### src/rtl/pipe_hazard_ctrl.sv
// Pipeline sequencing controller: arbitrates freeze, MEM-stage redirect and load-use bubbles.
// Optional performance counters are built only when HAZ_PERF_CNT_EN is defined.
module pipe_hazard_ctrl #(
  parameter int LU_BUBBLES = 1,
  parameter int CNT_W      = 32
) (
  input  logic             Clk,
  input  logic             Clrn,
  input  logic             Ext_Stall,
  input  logic             MEM_PCSrc,
  input  logic [4:0]       ID_Rs,
  input  logic [4:0]       ID_Rt,
  input  logic             ID_UsesRt,
  input  logic             EX_MemRead,
  input  logic [4:0]       EX_Rt,
  input  logic             Cnt_Clr,
  output logic             PC_Wr,
  output logic             IFID_Wr,
  output logic             IFID_Flush,
  output logic             IDEX_Flush,
  output logic             EXMEM_Flush,
  output logic [1:0]       Ctrl_State,
  output logic [CNT_W-1:0] Stall_Cnt,
  output logic [CNT_W-1:0] Flush_Cnt,
  output logic [CNT_W-1:0] Freeze_Cnt
);

  typedef enum logic [1:0] {
    ST_RUN      = 2'd0,
    ST_LU_STALL = 2'd1
  } state_e;

  state_e     state_q, state_d;
  logic [1:0] bub_q, bub_d;
  logic       lu;
  logic       stall_evt, flush_evt, freeze_evt;

  assign lu = EX_MemRead && (EX_Rt != 5'd0) &&
              ((EX_Rt == ID_Rs) || (ID_UsesRt && (EX_Rt == ID_Rt)));

  always_comb begin
    state_d    = state_q;
    bub_d      = bub_q;
    stall_evt  = 1'b0;
    flush_evt  = 1'b0;
    freeze_evt = 1'b0;
    if (Ext_Stall) begin
      freeze_evt = 1'b1;
    end else if (MEM_PCSrc) begin
      // Redirect squashes whatever instruction was being held for a load-use bubble
      flush_evt = 1'b1;
      state_d   = ST_RUN;
      bub_d     = 2'd0;
    end else begin
      case (state_q)
        ST_RUN: begin
          if (lu) begin
            stall_evt = 1'b1;
            if (LU_BUBBLES > 1) begin
              state_d = ST_LU_STALL;
              bub_d   = 2'(LU_BUBBLES - 1);
            end
          end
        end
        ST_LU_STALL: begin
          stall_evt = 1'b1;
          bub_d     = bub_q - 2'd1;
          if (bub_q <= 2'd1) begin
            state_d = ST_RUN;
            bub_d   = 2'd0;
          end
        end
        default: begin
          state_d = ST_RUN;
          bub_d   = 2'd0;
        end
      endcase
    end
  end

  // Strobes are forced low while reset is held, independent of the clock
  always_comb begin
    PC_Wr       = 1'b0;
    IFID_Wr     = 1'b0;
    IFID_Flush  = 1'b0;
    IDEX_Flush  = 1'b0;
    EXMEM_Flush = 1'b0;
    if (Clrn) begin
      PC_Wr       = !(freeze_evt || stall_evt);
      IFID_Wr     = !(freeze_evt || stall_evt);
      IFID_Flush  = flush_evt;
      IDEX_Flush  = flush_evt || stall_evt;
      EXMEM_Flush = flush_evt;
    end
  end

  always_ff @(posedge Clk or negedge Clrn) begin
    if (!Clrn) begin
      state_q <= ST_RUN;
      bub_q   <= 2'd0;
    end else begin
      state_q <= state_d;
      bub_q   <= bub_d;
    end
  end

  assign Ctrl_State = state_q;

`ifdef HAZ_PERF_CNT_EN
  function automatic logic [CNT_W-1:0] sat_inc(input logic [CNT_W-1:0] v);
    return (&v) ? v : v + CNT_W'(1);
  endfunction

  logic [CNT_W-1:0] stall_cnt_q, stall_cnt_d;
  logic [CNT_W-1:0] flush_cnt_q, flush_cnt_d;
  logic [CNT_W-1:0] freeze_cnt_q, freeze_cnt_d;

  always_comb begin
    stall_cnt_d  = stall_evt  ? sat_inc(stall_cnt_q)  : stall_cnt_q;
    flush_cnt_d  = flush_evt  ? sat_inc(flush_cnt_q)  : flush_cnt_q;
    freeze_cnt_d = freeze_evt ? sat_inc(freeze_cnt_q) : freeze_cnt_q;
    if (Cnt_Clr) begin
      stall_cnt_d  = '0;
      flush_cnt_d  = '0;
      freeze_cnt_d = '0;
    end
  end

  always_ff @(posedge Clk or negedge Clrn) begin
    if (!Clrn) begin
      stall_cnt_q  <= '0;
      flush_cnt_q  <= '0;
      freeze_cnt_q <= '0;
    end else begin
      stall_cnt_q  <= stall_cnt_d;
      flush_cnt_q  <= flush_cnt_d;
      freeze_cnt_q <= freeze_cnt_d;
    end
  end

  assign Stall_Cnt  = stall_cnt_q;
  assign Flush_Cnt  = flush_cnt_q;
  assign Freeze_Cnt = freeze_cnt_q;
`else
  logic unused_cnt_clr;
  assign unused_cnt_clr = Cnt_Clr;
  assign Stall_Cnt      = '0;
  assign Flush_Cnt      = '0;
  assign Freeze_Cnt     = '0;
`endif

endmodule

### config.mk
export PLATFORM = sky130hd
export DESIGN_NAME = pipe_hazard_ctrl
export DESIGN_NICKNAME = d
export VERILOG_FILES = /design/src/rtl/pipe_hazard_ctrl.sv
export SDC_FILE = /design/constraint.sdc
export NUM_CORES = 1
export LEC_CHECK = 0
export CELL_PAD_IN_SITES_DETAIL_PLACEMENT = 2
export CELL_PAD_IN_SITES_GLOBAL_PLACEMENT = 2
export CORE_MARGIN = 2
export CORE_UTILIZATION = 11
export DETAILED_ROUTE_END_ITERATION = 10
export PLACE_DENSITY_LB_ADDON = 0.1
export SLEW_MARGIN = 20
export SYNTH_ARGS = -nofsm -noshare
export SYNTH_HDL_FRONTEND = slang
export SYNTH_SLANG_ARGS = --single-unit
### constraint.sdc
create_clock -name Clk -period 2.3 [get_ports Clk]
set_input_delay 0.575 -clock Clk [delete_from_list [all_inputs] [get_ports Clk]]
set_output_delay 0.575 -clock Clk [all_outputs]
set_load 0.02 [all_outputs]
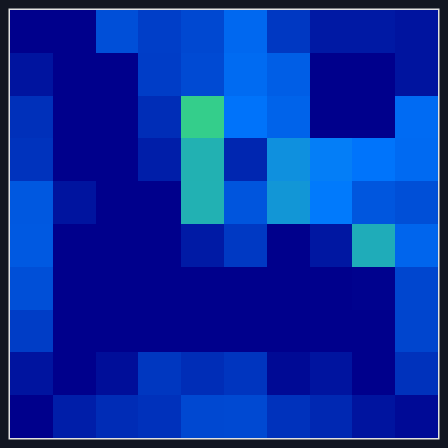
density.png
The die is cut into 10 by 10 equal tiles; dark blue is low, red is high, 0 to 100% covered.
nearly empty tiles: 37%
mean over tiles: 9.4%
densest ninth of the die: north
fullest tile: 47%

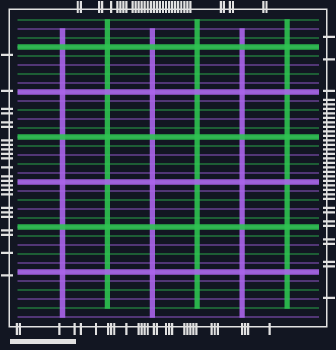
pdn.png
Scale bar: 20 um. Pins as bars on the die edge.
legend:
  green:
    net: VDD
  purple:
    net: VSS
rows: 33
met1 rails: 34
signal pins: 125
met4 straps: 6
met5 straps: 6

==> out/results.tsv <==
stage	metric	value	unit
setup_path	crit path DRT	1730	ps
floorplanning	FP Core Util	0.113	
global_route	gr usage total	0.0279	
timing	fin worst setup slack	-188	ps
place	Inst Count DP	256	
place	port bufs	25	
timing	Final period util	1.08	
timing	# setup viols final	3	
hold_path	Worst Hold End	IDEX_Flush	
setup_path	critical path, cell by cell	buf_6, buf_6, xor2_2, nor4_2, a32oi_2, o31a_1, buf_6	
yosys	Main logic family	buffers and inverters	
yosys	Area leader share	0.815	
yosys	Seq share, synth	0	
setup_path	Crit Path Class	in -> out	
global_route	GRT Residual Overflow	0	
detailed_routing	Via density	2.12	
layout	n_diodes	0	
yosys	area of the mapped netlist	921	um2
setup_path	crit path launch type	primary input	
detailed_routing	wire per inst	7.28	um
status	violated checks	setup timing	
setup_path	slowest CP cell	o31a_1	
global_route	M1 GR Usage	0.0287	
yosys	yosys adder share	0	
yosys	Post-synth mux share	0	
global_route	pin count of the biggest net entering global routing	4	
floorplanning	chip height	95.5	um
floorplanning	I/O pin count	125	
clocking	hold buffer count at cts	0	
status	outcome	finished with violations	
place	post-DP HPWL	1.81	mm
setup_path	CP peak stage delay	340	ps
layout	registers	0	
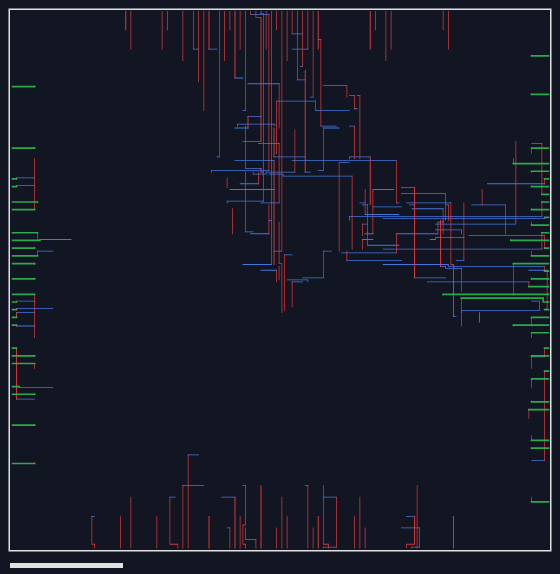
metal_stack.png
Scale bar: 20 um.
legend:
  green:
    layer: met3
    wire_length: 197 um
  red:
    layer: met2
    wire_length: 1110 um
  blue:
    layer: met1
    wire_length: 562 um

worst max-delay path by stage:
stage | cells after the start | endpoint | slack [ps]
global placement | 6 | PC_Wr | -890
detailed placement | 6 | PC_Wr | -930
global route | 7 | PC_Wr | -270
finish | 7 | PC_Wr | -190
floorplan | 4 | PC_Wr | 20
CTS | 7 | PC_Wr | -250
cell families after synthesis:
logic type,Yosys count
and+or+nand+nor,6
xor gates and xnor gates,10
buffers and inverters,100
other,1
AOI/OAI and AO/OA,5
what timing repair did:
item                       4_1_cts  5_1_grt
gates cloned                     0        0
pin swaps                        9        3
gates resized                   57        5
setup endpoints to repair        5        5
setup buffers                    1        0
where the power goes:
part / internal (mW) / switching, mW
clock network: 0 / 0
logic: 0.0525 / 0.179
registers: 0 / 0
total: 0.0525 / 0.179
Yosys cell counts, drive strengths merged:
library cell	number
buf	100
o21ai	1
nor3	1
nor2b	1
o21bai	1
o211ai	1
conb	1
nor4	1
o31a	1
and2	1
xnor2	1
a32oi	1
or4	1
xor2	9
nor2	1
metal layers:
layer / wire length, um / part of all wire / up-vias
met2: 1110 / 0.59 / 59
met5: 0 / 0 / -
met4: 0 / 0 / 0
li1: - / - / 239
met3: 196 / 0.10 / 0
met1: 562 / 0.30 / 246
layout make-up:
cell class / instances / area share
multi-input combinational: 119 / 0.581
timing repair buffer: 33 / 0.286
tap: 105 / 0.133
Power and IR drop assume default switching activity.
